--- src/rtl/snake_pkg.sv ---
// Shared definitions for the snake game control path: state and direction
// encodings, counter width and small key-decoding helpers.
package snake_pkg;

    // Width of every timing counter; wide enough for the 50 MHz one-second divider.
    localparam int CNT_W = 26;

    typedef enum logic [1:0] {
        ST_IDLE   = 2'b00,
        ST_PLAY   = 2'b01,
        ST_OVER   = 2'b10,
        ST_PAUSED = 2'b11
    } game_state_t;

    typedef enum logic [1:0] {
        DIR_UP    = 2'b00,
        DIR_DOWN  = 2'b01,
        DIR_LEFT  = 2'b10,
        DIR_RIGHT = 2'b11
    } dir_t;

    // Opposite pairs differ only in the LSB (up/down, left/right).
    function automatic dir_t reverse_dir(input dir_t d);
        return dir_t'({d[1], ~d[0]});
    endfunction

    // keys = {RIGHT, LEFT, DOWN, UP}; true when exactly one key is pressed.
    function automatic logic one_key(input logic [3:0] keys);
        case (keys)
            4'b0001, 4'b0010, 4'b0100, 4'b1000: return 1'b1;
            default:                            return 1'b0;
        endcase
    endfunction

    // Direction of a single pressed key (only meaningful when one_key is true).
    function automatic dir_t key_to_dir(input logic [3:0] keys);
        case (keys)
            4'b0010: return DIR_DOWN;
            4'b0100: return DIR_LEFT;
            4'b1000: return DIR_RIGHT;
            default: return DIR_UP;
        endcase
    endfunction

endpackage

--- src/rtl/tick_div.sv ---
// Programmable divider: counts enabled cycles and emits a registered one-cycle
// tick every (div_m1 + 1) enabled cycles. clr and RST zero the count.
module tick_div #(
    parameter int CNT_W = 26
) (
    input  logic             SYS_CLK,
    input  logic             RST,
    input  logic             en,
    input  logic             clr,
    input  logic [CNT_W-1:0] div_m1,
    output logic             tick
);

    logic [CNT_W-1:0] cnt_reg;
    logic             tick_reg;

    // Count while enabled; hold the count (pause) when not enabled.
    always_ff @(posedge SYS_CLK) begin
        if (RST || clr) begin
            cnt_reg  <= '0;
            tick_reg <= 1'b0;
        end else if (en) begin
            if (cnt_reg >= div_m1) begin
                cnt_reg  <= '0;
                tick_reg <= 1'b1;
            end else begin
                cnt_reg  <= cnt_reg + 1'b1;
                tick_reg <= 1'b0;
            end
        end else begin
            tick_reg <= 1'b0;
        end
    end

    assign tick = tick_reg;

endmodule

--- src/rtl/game_sequencer.sv ---
// Snake game sequencer: game state machine, step/second/scan strobes, BCD
// play timer, direction filtering and item beep.
// Optional build macro SNAKE_SPEEDUP_EN: each item shortens the step period
// by STEP_DIV/8 down to STEP_DIV/4; otherwise the step period is fixed.
module game_sequencer
    import snake_pkg::*;
#(
    parameter int STEP_DIV = 4500000,
    parameter int SEC_DIV  = 50000000,
    parameter int SCAN_DIV = 50000,
    parameter int BEEP_CYC = 5000000
) (
    input  logic       SYS_CLK,
    input  logic       RST,
    input  logic       PAUSE,
    input  logic       UP,
    input  logic       DOWN,
    input  logic       LEFT,
    input  logic       RIGHT,
    input  logic       item_hit,
    input  logic       collide,
    output logic       step_en,
    output logic       scan_en,
    output logic       sec_en,
    output logic [1:0] move_dir,
    output logic [1:0] state,
    output logic [3:0] time_num10,
    output logic [3:0] time_num01,
    output logic       beep
);

    localparam int TK_STEP = 0;
    localparam int TK_SEC  = 1;
    localparam int TK_SCAN = 2;

    localparam logic [CNT_W-1:0] ONE       = CNT_W'(1);
    localparam logic [CNT_W-1:0] SEC_M1    = CNT_W'(SEC_DIV - 1);
    localparam logic [CNT_W-1:0] SCAN_M1   = CNT_W'(SCAN_DIV - 1);
    localparam logic [CNT_W-1:0] BEEP_LOAD = CNT_W'(BEEP_CYC - 1);

    game_state_t      state_reg;
    dir_t             move_dir_reg;
    dir_t             pending_dir_reg;
    logic [3:0]       t10_reg;
    logic [3:0]       t01_reg;
    logic             beep_reg;
    logic [CNT_W-1:0] beep_cnt_reg;

    logic [3:0]       keys;
    logic             key_valid;
    dir_t             key_dir;
    logic             in_play;
    logic             run_timer;
    logic             timer_roll;
    logic             go_over;
    logic [CNT_W-1:0] step_div_m1;

    logic [2:0]       tick_en;
    logic [2:0]       tick_clr;
    logic [2:0]       tick_out;
    logic [CNT_W-1:0] tick_div_m1 [3];

    assign keys       = {RIGHT, LEFT, DOWN, UP};
    assign key_valid  = one_key(keys);
    assign key_dir    = key_to_dir(keys);
    assign in_play    = (state_reg == ST_PLAY);
    assign run_timer  = in_play || (state_reg == ST_PAUSED);
    // 59 -> 60 rollover ends the game whether playing or paused.
    assign timer_roll = sec_en && run_timer && (t10_reg == 4'd5) && (t01_reg == 4'd9);
    assign go_over    = timer_roll || (in_play && collide);

`ifdef SNAKE_SPEEDUP_EN
    localparam logic [CNT_W-1:0] STEP_FULL  = CNT_W'(STEP_DIV);
    localparam logic [CNT_W-1:0] STEP_DEC   = CNT_W'(STEP_DIV / 8);
    localparam logic [CNT_W-1:0] STEP_FLOOR = CNT_W'(STEP_DIV / 4);

    logic [CNT_W-1:0] step_period_reg;

    // Shorten the step period on every item eaten, saturating at the floor.
    always_ff @(posedge SYS_CLK) begin
        if (RST) begin
            step_period_reg <= STEP_FULL;
        end else if (in_play && item_hit) begin
            if (step_period_reg >= STEP_FLOOR + STEP_DEC)
                step_period_reg <= step_period_reg - STEP_DEC;
            else
                step_period_reg <= STEP_FLOOR;
        end
    end

    assign step_div_m1 = step_period_reg - ONE;
`else
    assign step_div_m1 = CNT_W'(STEP_DIV) - ONE;
`endif

    // Step and second dividers run only in PLAY and restart from zero on each
    // new game; the scan divider never stops.
    assign tick_en[TK_STEP]      = in_play;
    assign tick_en[TK_SEC]       = in_play;
    assign tick_en[TK_SCAN]      = 1'b1;
    assign tick_clr[TK_STEP]     = (state_reg == ST_IDLE);
    assign tick_clr[TK_SEC]      = (state_reg == ST_IDLE);
    assign tick_clr[TK_SCAN]     = 1'b0;
    assign tick_div_m1[TK_STEP]  = step_div_m1;
    assign tick_div_m1[TK_SEC]   = SEC_M1;
    assign tick_div_m1[TK_SCAN]  = SCAN_M1;

    generate
        for (genvar gi = 0; gi < 3; gi++) begin : g_div
            tick_div #(
                .CNT_W (CNT_W)
            ) u_tick_div (
                .SYS_CLK (SYS_CLK),
                .RST     (RST),
                .en      (tick_en[gi]),
                .clr     (tick_clr[gi]),
                .div_m1  (tick_div_m1[gi]),
                .tick    (tick_out[gi])
            );
        end
    endgenerate

    assign step_en = tick_out[TK_STEP];
    assign sec_en  = tick_out[TK_SEC];
    assign scan_en = tick_out[TK_SCAN];

    // Game state machine; game over wins over a simultaneous pause request.
    always_ff @(posedge SYS_CLK) begin
        if (RST) begin
            state_reg <= ST_IDLE;
        end else begin
            case (state_reg)
                ST_IDLE: begin
                    if (key_valid)
                        state_reg <= ST_PLAY;
                end
                ST_PLAY: begin
                    if (go_over)
                        state_reg <= ST_OVER;
                    else if (PAUSE)
                        state_reg <= ST_PAUSED;
                end
                ST_PAUSED: begin
                    if (go_over)
                        state_reg <= ST_OVER;
                    else if (!PAUSE)
                        state_reg <= ST_PLAY;
                end
                ST_OVER: begin
                    state_reg <= ST_OVER;
                end
                default: begin
                    state_reg <= ST_IDLE;
                end
            endcase
        end
    end

    // BCD elapsed-seconds timer; saturates at 60.
    always_ff @(posedge SYS_CLK) begin
        if (RST) begin
            t10_reg <= 4'd0;
            t01_reg <= 4'd0;
        end else if (sec_en && run_timer && (t10_reg != 4'd6)) begin
            if (t01_reg == 4'd9) begin
                t01_reg <= 4'd0;
                t10_reg <= t10_reg + 4'd1;
            end else begin
                t01_reg <= t01_reg + 4'd1;
            end
        end
    end

    // Latch a legal turn request; apply it only on a step so a quick
    // two-key reversal inside one step cannot fold the snake onto itself.
    always_ff @(posedge SYS_CLK) begin
        if (RST) begin
            move_dir_reg    <= DIR_UP;
            pending_dir_reg <= DIR_UP;
        end else begin
            if ((state_reg == ST_IDLE || in_play) && key_valid &&
                (key_dir != reverse_dir(move_dir_reg)))
                pending_dir_reg <= key_dir;
            if (step_en)
                move_dir_reg <= pending_dir_reg;
        end
    end

    // Retriggerable beep of BEEP_CYC cycles after an item; silent once over.
    always_ff @(posedge SYS_CLK) begin
        if (RST || go_over || (state_reg == ST_OVER)) begin
            beep_cnt_reg <= '0;
            beep_reg     <= 1'b0;
        end else if (in_play && item_hit) begin
            beep_cnt_reg <= BEEP_LOAD;
            beep_reg     <= 1'b1;
        end else if (beep_cnt_reg != '0) begin
            beep_cnt_reg <= beep_cnt_reg - ONE;
        end else begin
            beep_reg <= 1'b0;
        end
    end

    assign state      = state_reg;
    assign move_dir   = move_dir_reg;
    assign time_num10 = t10_reg;
    assign time_num01 = t01_reg;
    assign beep       = beep_reg;

endmodule

--- config.mk ---
export PLATFORM = sky130hd
export DESIGN_NAME = game_sequencer
export DESIGN_NICKNAME = d
export VERILOG_FILES = /design/src/rtl/snake_pkg.sv /design/src/rtl/tick_div.sv /design/src/rtl/game_sequencer.sv
export SDC_FILE = /design/constraint.sdc
export NUM_CORES = 1
export LEC_CHECK = 0
export CAP_MARGIN = 20
export CORE_ASPECT_RATIO = 0.7
export CORE_MARGIN = 1.5
export CORE_UTILIZATION = 60
export CTS_CLUSTER_DIAMETER = 50
export DETAILED_ROUTE_END_ITERATION = 8
export PLACE_DENSITY = 0.78
export SLEW_MARGIN = 0
export SYNTH_ARGS = -nofsm -noshare
export SYNTH_HDL_FRONTEND = slang
export SYNTH_HIERARCHICAL = 1
export SYNTH_SLANG_ARGS = --single-unit
--- constraint.sdc ---
create_clock -name SYS_CLK -period 2.8 [get_ports SYS_CLK]
set_input_delay 0.84 -clock SYS_CLK [delete_from_list [all_inputs] [get_ports SYS_CLK]]
set_output_delay 0.84 -clock SYS_CLK [all_outputs]
set_load 0.02 [all_outputs]
==> run notes, run 1 <==
yosys + openroad results -> vias in the first global route=6007, DR pass1 iterations=7, DRT antenna net count=0, flops out of synthesis=about 120, Avg Cell Area, Syn=8.38 um2, Endpoint, Worst Hold=beep_cnt_reg[20], Post-CTS Repair Setup Buffers=0, pwr/cell area=641 nW/um2, initial DRC count=468, DP HPWL=11.6 mm, hold depth=2, die area=roughly 14000 um2, Worst Setup SP=state[0], WP data arrival=1.58 ns, CP required=slightly below 2 ns, critical path type=flip-flop to output port, pre-CTS WS=0.0888 ns, reg-to-reg critical path startpoint=g_div[0].u_tick_div/cnt_reg[21], crit path cell chain=clkdlybuf4s50_1, most frequent cell after synthesis=dfxtp_1, r2r endpoint=g_div[0].u_tick_div/cnt_reg[21], Int Pwr=3.86 mW, crit path capture type=output port, Synth mux share=0.526%, Final min period=between 2 and 2.5 ns, hold path startpoint=beep_cnt_reg[20], XORs/XNORs by Area=9.71%, most frequent cells in the layout=dfxtp_1 (122), inv_1 (104), nor2_1 (102), ha_1 (86), conb_1 (86), register share of total power=35.4%, Final TNS setup=0 ns, Crit Path Max Fanout=7, Final Max Tran Viols=0, DR vias=approximately 6500, Top cell excl fill/tap=dfxtp_1, CTS H-tree depth=4, I/O pin cnt=25, critical path depth=1, Reg area=2440 um2, clock buffer count from CTS=17, Post-CTS Resized=0, Routed WL=16.0 mm, first-pass GRT wire length=about 28 mm, die y size=about 99 um, Logic cell area=around 5200 um2, Max-cap violations=0, fraction of layout cells with a size suffix above 1=8.96%, GRT Residual Overflow=0, VDD IR max=0.524 mV, final worst slack=0.378 ns, Yosys top cell by area=dfxtp_1, top cells by count, synth=dfxtp_1 (122), inv_1 (104), nor2_1 (102), Bufs and invs on worst path=1, max FFs per register=78, aoi share=12.9%, CTS Buffer Depth=2, Dominant flop cell=dfxtp_1, CP endpoint=state[0], CTS tree=built, Post-Syn Instances=936, crit-path max cell delay=0.67 ns, r2r worst-path depth=7, core area=between 10000 and 15000 um2, fin nets=1153, Distinct lib cells used=69, synth-to-layout area growth=16.4%, outcome=complete, but fails checks, Setup crit start kind=flip-flop, Top area cell types=dfxtp_1 (31%), ha_1 (14%), inv_1 (5.0%), largest net degree at the start of global routing=23, DRC errors left=1, Top delay family on crit path=buffers and inverters, Port Buf Inserts=24, Seq/Total Area, Yosys=31.1%, setup violators final=0, row cnt=34, Pleak=3.89 nW, slowest stage cell, crit path=clkdlybuf4s50_1, adder-cell share of the synthesized area=between 10% and 20%, root buffer cell=clkbuf_16, # Cells Yosys=936, Basic Gates by Area=25.4%, FFs w/ async S/R, synth=0%, Via density=about 5.3, GPL Wtd Cong=0.810, final worst-path cycle share=86.5%, switching pwr=2.00 mW, Max Freq=413 MHz, Combinational Power Share=29.4%, non-filler cells in the finished layout=1233, Placed Instances=1201, clock-pin slew on the worst setup and hold paths=roughly 0.060 ns, Final Hold Vio Count=0, Tool Warnings=29, floorplan-stage core utilization=62.3%, EDFF count, synth=0, die span in x=140 um, GRT Resource Usage Total=roughly a quarter, failing checks=DRC, Max-slew headroom=between 40% and 50%, Yosys Chip Area=7850 um2
run 1: layer usage:
metal  global-route usage [%]  share of wire, %
met5                        0                 0
met4                     6.80              0.71
met3                     5.54               3.7
met2                     37.7                43
met1                     34.4                53
run 1: power by group through the flow:
stage                     sequential (mW)  clock, mW  combinational (mW)
after CTS                            2.07       2.09                1.70
after global routing                 2.09       2.18                1.91
after floorplan                      2.07          0                1.38
after detailed placement             2.10          0                1.68
after global placement               2.10          0                1.64
final                                2.07       2.06                1.72
run 1: stage by stage:
step	utilization [%]	cell area (um2)	hold WS, ns
finish	72.6	9140	0.477
global route	72.6	9140	0.494
floorplan	-	8160	0.446
detailed placement	68.1	8580	0.466
global placement	68.1	8580	0.466
CTS	72.6	9140	0.474
run 1: kinds of logic (layout without fill, tap and decap cells):
| group | count (synthesis) | in the layout |
|---|---|---|
| xor gates and xnor gates | 87 | 87 |
| DFF | 122 | 122 |
| buffers and inverters | 121 | 172 |
| AOI/OAI and AO/OA | 157 | 157 |
| other | 2 | 86 |
| muxes | 4 | 4 |
| and+or+nand+nor | 357 | 357 |
| adders and majority gates | 86 | 86 |
run 1: area by class of cell:
class	instances	share of cell area, %
clock buffer	21	5.04
clock inverter	11	1.07
inverter	104	4.27
multi-input combinational	777	57.1
sequential	122	26.7
tap	162	2.22
timing repair buffer	36	3.62
==> run_1/cell_classes.png <==
Scale bar: 50 um.
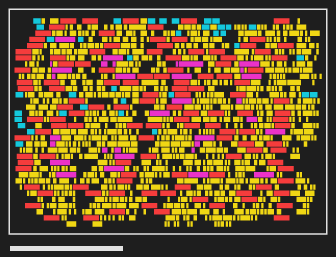
- other buffers and delay cells: cyan (cells 36)
- clock drivers and dummy loads: magenta (cells 32)
- flip-flops: red (cells 122)
- all other logic: yellow (cells 881)

==> run_1/final_clocks.png <==
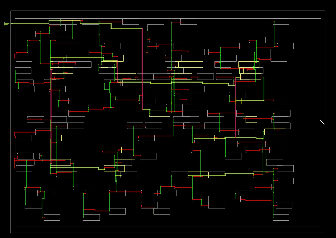
count of clock tree sinks: 122
flip-flops: 122
Clock buffer cells: 21
Post-Route Skew: 0.00811 ns

==> run_1/clock_map.png <==
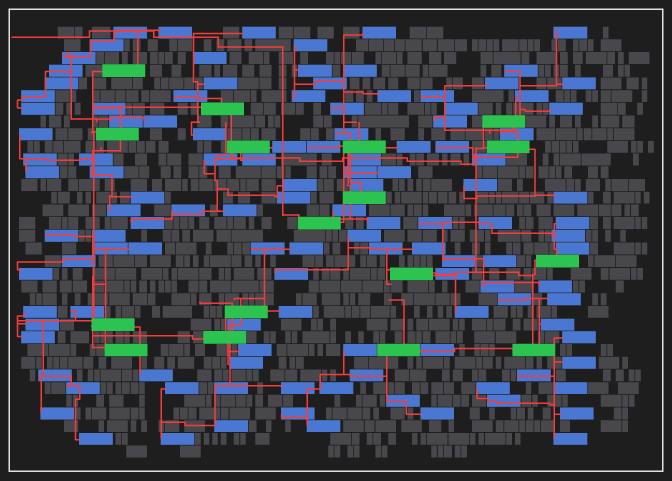
- clock wires: red (length 1630 um)
- flip-flops: blue (count 122)
- cells driving clock nets: green (count 17)
- flops lie: widely spread
Late-Pin Clk Latency: 0.42 ns
clock power share: 35.2%
P_clk: 2.06 mW

==> inputs of run 2 (changes only) <==
- SKIP_LAST_GASP: not set -> 1
==> run_2/pins.png <==
Pins as bars across the die edge, other pins in gray.
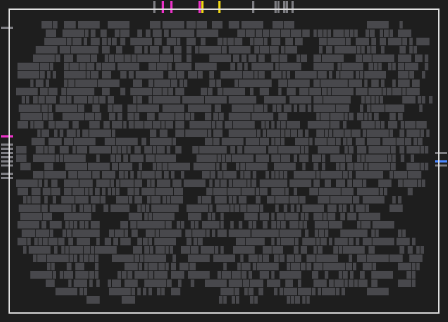
- state: yellow (pins 2; direction output; edge top)
- time_num01: magenta (pins 4; direction output; edge 3 top, 1 left)
- step_en: blue (pins 1; direction output; edge right)
- all pins by edge: 12 top, 10 left, 3 right
Port Buf Inserts: 24
die span in x: 140 um
die y size: 98.7 um

==> run_2/final_clocks.png <==
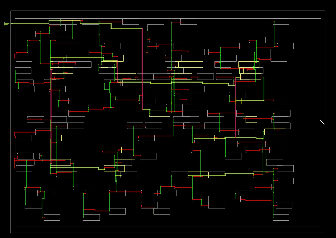
clock buffer count from CTS: 17

==> run 2 against run 1 <==
Net effect: the flow still finishes with violations (DRC); clock skew did not move; clock-buffer cell count did not move; setup slack did not move; sequential power barely moved; total power did not move; die size did not move; utilization did not move; maximum frequency did not move; design area did not move; sequential share of layout area did not move; combinational power barely moved; highest routed layer unchanged.
==> run notes, run 2 <==
yosys + openroad results -> count of clock tree sinks=122 (unchanged), Pleak=3.89 nW (unchanged), GPL Wtd Cong=0.810 (unchanged), pwr/cell area=641 nW/um2 (unchanged), Seq/Total Area, Yosys=31.1% (unchanged), setup violators final=0 (unchanged), WP data arrival=1.58 ns (about the same), die area=13800 um2 (unchanged), Final Hold Vio Count=0 (unchanged), crit path capture type=output port, Final Util=72.6% (unchanged), vias in the first global route=6007 (unchanged), non-filler cells in the finished layout=1233 (unchanged), slowest stage cell, crit path=clkdlybuf4s50_1, crit path cell chain=clkdlybuf4s50_1, WL met3=587 um (unchanged), Avg Cell Area, Syn=8.38 um2 (unchanged), r2r endpoint=g_div[0].u_tick_div/cnt_reg[21], Met2 Wirelength=6.88 mm (unchanged), DRT antenna net count=0 (unchanged), pre-CTS WS=0.0888 ns (unchanged), core area=12600 um2 (unchanged), top cells by count, synth=dfxtp_1 (122), inv_1 (104), nor2_1 (102), CTS H-tree depth=4 (unchanged), GRT Residual Overflow=0 (unchanged), Tool Warnings=29 (unchanged), fin nets=1153 (unchanged), most frequent cell after synthesis=dfxtp_1, Max-cap violations=0 (unchanged), drt wl/cell=12.9 um, Crit Path Max Fanout=7 (unchanged), final worst-path cycle share=86.5% (unchanged), I/O pin cnt=25 (unchanged), Top cell excl fill/tap=dfxtp_1, Cell Area, Placed=8580 um2 (unchanged), hold depth=2 (unchanged), hold path startpoint=beep_cnt_reg[20], DRC errors left=1 (unchanged), Global Route met1 Usage=34.4% (unchanged), met3 usage=5.54% (unchanged), CP required=1.96 ns (about the same), initial DRC count=468 (unchanged), r2r worst-path depth=7 (unchanged), Dominant flop cell=dfxtp_1, DR pass1 iterations=7 (unchanged), crit-path max cell delay=0.67 ns (about the same), Post-CTS Resized=0 (unchanged), failing checks=DRC, Max-slew headroom=45.2% (unchanged), final instance area=9140 um2 (unchanged), critical path type=flip-flop to output port, Endpoint, Worst Hold=beep_cnt_reg[20], Routed WL=16.0 mm (unchanged), fraction of layout cells with a size suffix above 1=8.96% (unchanged), CTS tree=built, met1 WL=8.38 mm (unchanged), floorplan-stage core utilization=62.3% (unchanged), Via density=5.30 (unchanged), clock-pin slew on the worst setup and hold paths=0.06 ns (about the same), CTS Buffer Depth=2 (unchanged), first-pass GRT wire length=27.5 mm (unchanged), EDFF count, synth=0 (unchanged), Top Layer Used=met4, Post-Syn Instances=936 (unchanged), largest net degree at the start of global routing=23 (unchanged), max FFs per register=78 (unchanged), row cnt=34 (unchanged), Placed Instances=1201 (unchanged), Post-Route Skew=0.00811 ns (unchanged), routing usage on met2=37.7% (unchanged), outcome=complete, but fails checks, Final TNS setup=0 ns (unchanged), DP HPWL=11.6 mm (unchanged), FFs w/ async S/R, synth=0% (unchanged), Setup crit start kind=flip-flop, GR peak layer=met2, synth-to-layout area growth=16.4% (unchanged), WHS=0.477 ns (unchanged), Yosys top cell by area=dfxtp_1
## run 2: cell counts in the layout (fill, tap and decap cells not counted)
No cell type changed its count.
## run 2: logic make-up (layout without fill, tap and decap cells)
family / count (synthesis) / after routing / share of synthesized area [%]
multiplexers: 4 / 4 / 0.526
buffers and inverters: 121 / 172 / 6.47
AND/OR/NAND/NOR: 357 / 357 / 25.4
adder cells (fa/ha/maj): 86 / 86 / 13.7
AND-OR/OR-AND: 157 / 157 / 12.9
XOR/XNOR: 87 / 87 / 9.71
other: 2 / 86 / 0.0957
flip-flops: 122 / 122 / 31.1
## run 2: final cells by class
type	count	area [um2]	share of cell area [%]
Clock buffer	21	460	5.04
Clock inverter	11	97.6	1.07
Inverter	104	390	4.27
Multi-Input combinational cell	777	5210	57.1
Sequential cell	122	2440	26.7
Tap cell	162	203	2.22
Timing Repair Buffer	36	330	3.62
## run 2: report_power, final
group / leakage [nW] / internal (mW) / switching [mW] / total, mW
Clock: 0.265 / 1.26 / 0.804 / 2.06
Combinational: 2.64 / 0.703 / 1.02 / 1.72
Sequential: 0.986 / 1.89 / 0.177 / 2.07
## run 2: worst max path at each step
stage                                          startpoint                              end  slack (ns)  cells past startpoint
after global routing      g_div[0].u_tick_div/cnt_reg[24]  g_div[0].u_tick_div/cnt_reg[20]        0.17                      7
after detailed placement                            RIGHT               pending_dir_reg[0]        0.09                      6
after global placement                              RIGHT               pending_dir_reg[0]        0.14                      6
after CTS                                        state[0]                         state[0]        0.36                      1
after floorplan                                  state[0]  g_div[0].u_tick_div/cnt_reg[24]        0.44                      7
final                                            state[0]                         state[0]        0.38                      1
==> inputs of run 3 (changes only) <==
- GPL_ROUTABILITY_DRIVEN: not set -> 0
==> run_3/cell_classes.png <==
Scale bar: 50 um.
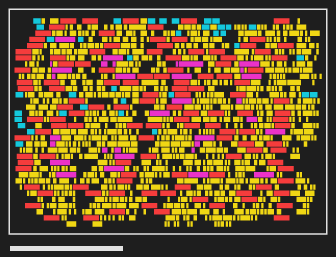
- all other logic: yellow (cells 881)
- clock drivers and dummy loads: magenta (cells 32)
- flip-flops: red (cells 122)
- other buffers and delay cells: cyan (cells 36)
sequential fraction of total cell area: 26.7%
row cnt: 34
Final Util: 72.6%
final instance area: 9140 um2

==> run 3 against run 2 <==
Net effect: the flow still finishes with violations (DRC); synthesized cell count unchanged; clock power hardly changed; sequential share of layout area unchanged; wire length did not move; worst hold slack is the same; critical path type unchanged; largest cell class unchanged; largest power group unchanged; highest routed layer unchanged.
==> run notes, run 3 <==
yosys + openroad results -> root buffer cell=clkbuf_16, largest net degree at the start of global routing=23 (unchanged), clock-pin slew on the worst setup and hold paths=0.06 ns (about the same), DRC errors left=1 (unchanged), Port Buf Inserts=24 (unchanged), floorplan-stage core utilization=62.3% (unchanged), Final Hold Vio Count=0 (unchanged), initial antenna violation count=0, Top area cell types=dfxtp_1 (31%), ha_1 (14%), inv_1 (5.0%), Bufs and invs on worst path=1, hold_buf cts=0, crit-path max cell delay=0.67 ns (about the same), Setup crit start kind=flip-flop, Max-slew headroom=45.2% (unchanged), fin nets=1153 (unchanged), Top cell excl fill/tap=dfxtp_1, Seq/Total Area, Yosys=31.1% (unchanged), top cells by count, synth=dfxtp_1 (122), inv_1 (104), nor2_1 (102), vias in the first global route=6007 (unchanged), slowest stage cell, crit path=clkdlybuf4s50_1, I/O pin cnt=25 (unchanged), Max Freq=roughly 410 MHz, n_diodes=0, r2r worst-path depth=7 (unchanged), DR pass1 iterations=7 (unchanged), synth-to-layout area growth=16.4% (unchanged), die area=13800 um2 (unchanged), Met2 Wirelength=6.88 mm (unchanged), Crit Path Max Fanout=7 (unchanged), Post-CTS Resized=0 (unchanged), Top delay family on crit path=buffers and inverters, Via density=5.30 (unchanged), Avg Cell Area, Syn=8.38 um2 (unchanged), flops out of synthesis=122, Max-cap violations=0 (unchanged), count of clock tree sinks=122 (unchanged), Post-Route Skew=0.00811 ns (unchanged), # Cells Yosys=936, die span in x=140 um (unchanged), DP HPWL=11.6 mm (unchanged), fraction of layout cells with a size suffix above 1=8.96% (unchanged), WP data arrival=1.58 ns (about the same), Yosys Chip Area=a little under 8000 um2, initial DRC count=468 (unchanged), clock buffer count from CTS=17 (unchanged), CTS tree=built, failing checks=DRC, Post-CTS Repair Setup Buffers=0, first-pass GRT wire length=27.5 mm (unchanged), reg-to-reg critical path startpoint=g_div[0].u_tick_div/cnt_reg[21], core area=12600 um2 (unchanged), critical path type=flip-flop to output port, hold path startpoint=beep_cnt_reg[20], unrepaired setup endpoints after global routing=no, GRT Resource Usage Total=24.4%, Placed Instances=1201 (unchanged), # fillers=1013, pwr/cell area=641 nW/um2 (unchanged), post-synthesis cell area=7850 um2, FFs w/ async S/R, synth=0% (unchanged), Top Layer Used=met4, Hold/Removal Path Class=flip-flop to flip-flop, CP endpoint=state[0], crit path cell chain=clkdlybuf4s50_1, EDFF count, synth=0 (unchanged), Worst Setup SP=state[0], max FFs per register=78 (unchanged), met1 WL=8.38 mm (unchanged), Tool Warnings=29 (unchanged), critical path depth=1 (unchanged), yosys synthesis warning count=6, setup violators final=0 (unchanged), die y size=98.7 um (unchanged), r2r endpoint=g_div[0].u_tick_div/cnt_reg[21], Final min period=about 2.4 ns, most frequent cell after synthesis=dfxtp_1, Routed WL=16.0 mm (unchanged), R2R Setup Slk=0.46 ns, Pleak=3.89 nW (unchanged), Endpoint, Worst Hold=beep_cnt_reg[20], Post-Syn Instances=936 (unchanged), Cell Area, Placed=8580 um2 (unchanged), outcome=complete, but fails checks, Yosys top cell by area=dfxtp_1, drt wl/cell=12.9 um (unchanged), DRT antenna net count=0 (unchanged), CP required=1.96 ns (about the same), Late-Pin Clk Latency=roughly 0.42 ns, WL met3=587 um (unchanged), Worst Max-Slew Pin Slew=about 0.8 ns, non-filler cells in the finished layout=1233 (unchanged), VDD IR max=0.524 mV, CTS H-tree depth=4 (unchanged), GRT Residual Overflow=0 (unchanged), most frequent cells in the layout=dfxtp_1 (122), inv_1 (104), nor2_1 (102), ha_1 (86), conb_1 (86), Top-area cell share=31.1%, Final TNS setup=0 ns (unchanged), crit path capture type=output port, DR vias=6534, Dominant flop cell=dfxtp_1, Final Max Tran Viols=0, Distinct lib cells used=69, final worst-path cycle share=86.5% (unchanged), CTS Buffer Depth=2 (unchanged), hold depth=2 (unchanged)
==> run_3/final_clocks.png <==
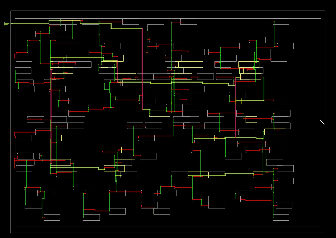

## run 3: power breakdown
| group | switching (mW) | internal (mW) | leakage (nW) | total [mW] |
|---|---|---|---|---|
| clock | 0.804 | 1.26 | 0.265 | 2.06 |
| sequential | 0.177 | 1.89 | 0.986 | 2.07 |
| combinational | 1.02 | 0.703 | 2.64 | 1.72 |
## run 3: through the flow
| stage | setup WS [ns] | power [mW] | util (%) | hold WS, ns |
|---|---|---|---|---|
| floorplan | 0.438 | 3.44 | - | 0.446 |
| global placement | 0.139 | 3.74 | 68.1 | 0.466 |
| detailed placement | 0.0888 | 3.78 | 68.1 | 0.466 |
| CTS | 0.360 | 5.85 | 72.6 | 0.474 |
| global route | 0.174 | 6.18 | 72.6 | 0.494 |
| finish | 0.378 | 5.86 | 72.6 | 0.477 |
## run 3: metal layers
metal,GRT usage [%],vias up
met3,5.54,9
met1,34.4,3003
met5,0,-
li1,-,3440
met4,6.80,0
met2,37.7,82
## run 3: layout make-up
type	count	area (um2)	area share (%)
Clock buffer	21	460	5.04
Clock inverter	11	97.6	1.07
Inverter	104	390	4.27
Multi-Input combinational cell	777	5210	57.1
Sequential cell	122	2440	26.7
Tap cell	162	203	2.22
Timing Repair Buffer	36	330	3.62
## run 3: cell families after synthesis
kind of cell,after synthesis,share of synthesized area [%]
simple gates,357,25.4
compound gates,157,12.9
fa+ha+maj,86,13.7
xor+xnor,87,9.71
flops,122,31.1
mux,4,0.526
buf+inv,121,6.47
other cells,2,0.0957
Power and IR drop assume default switching activity.
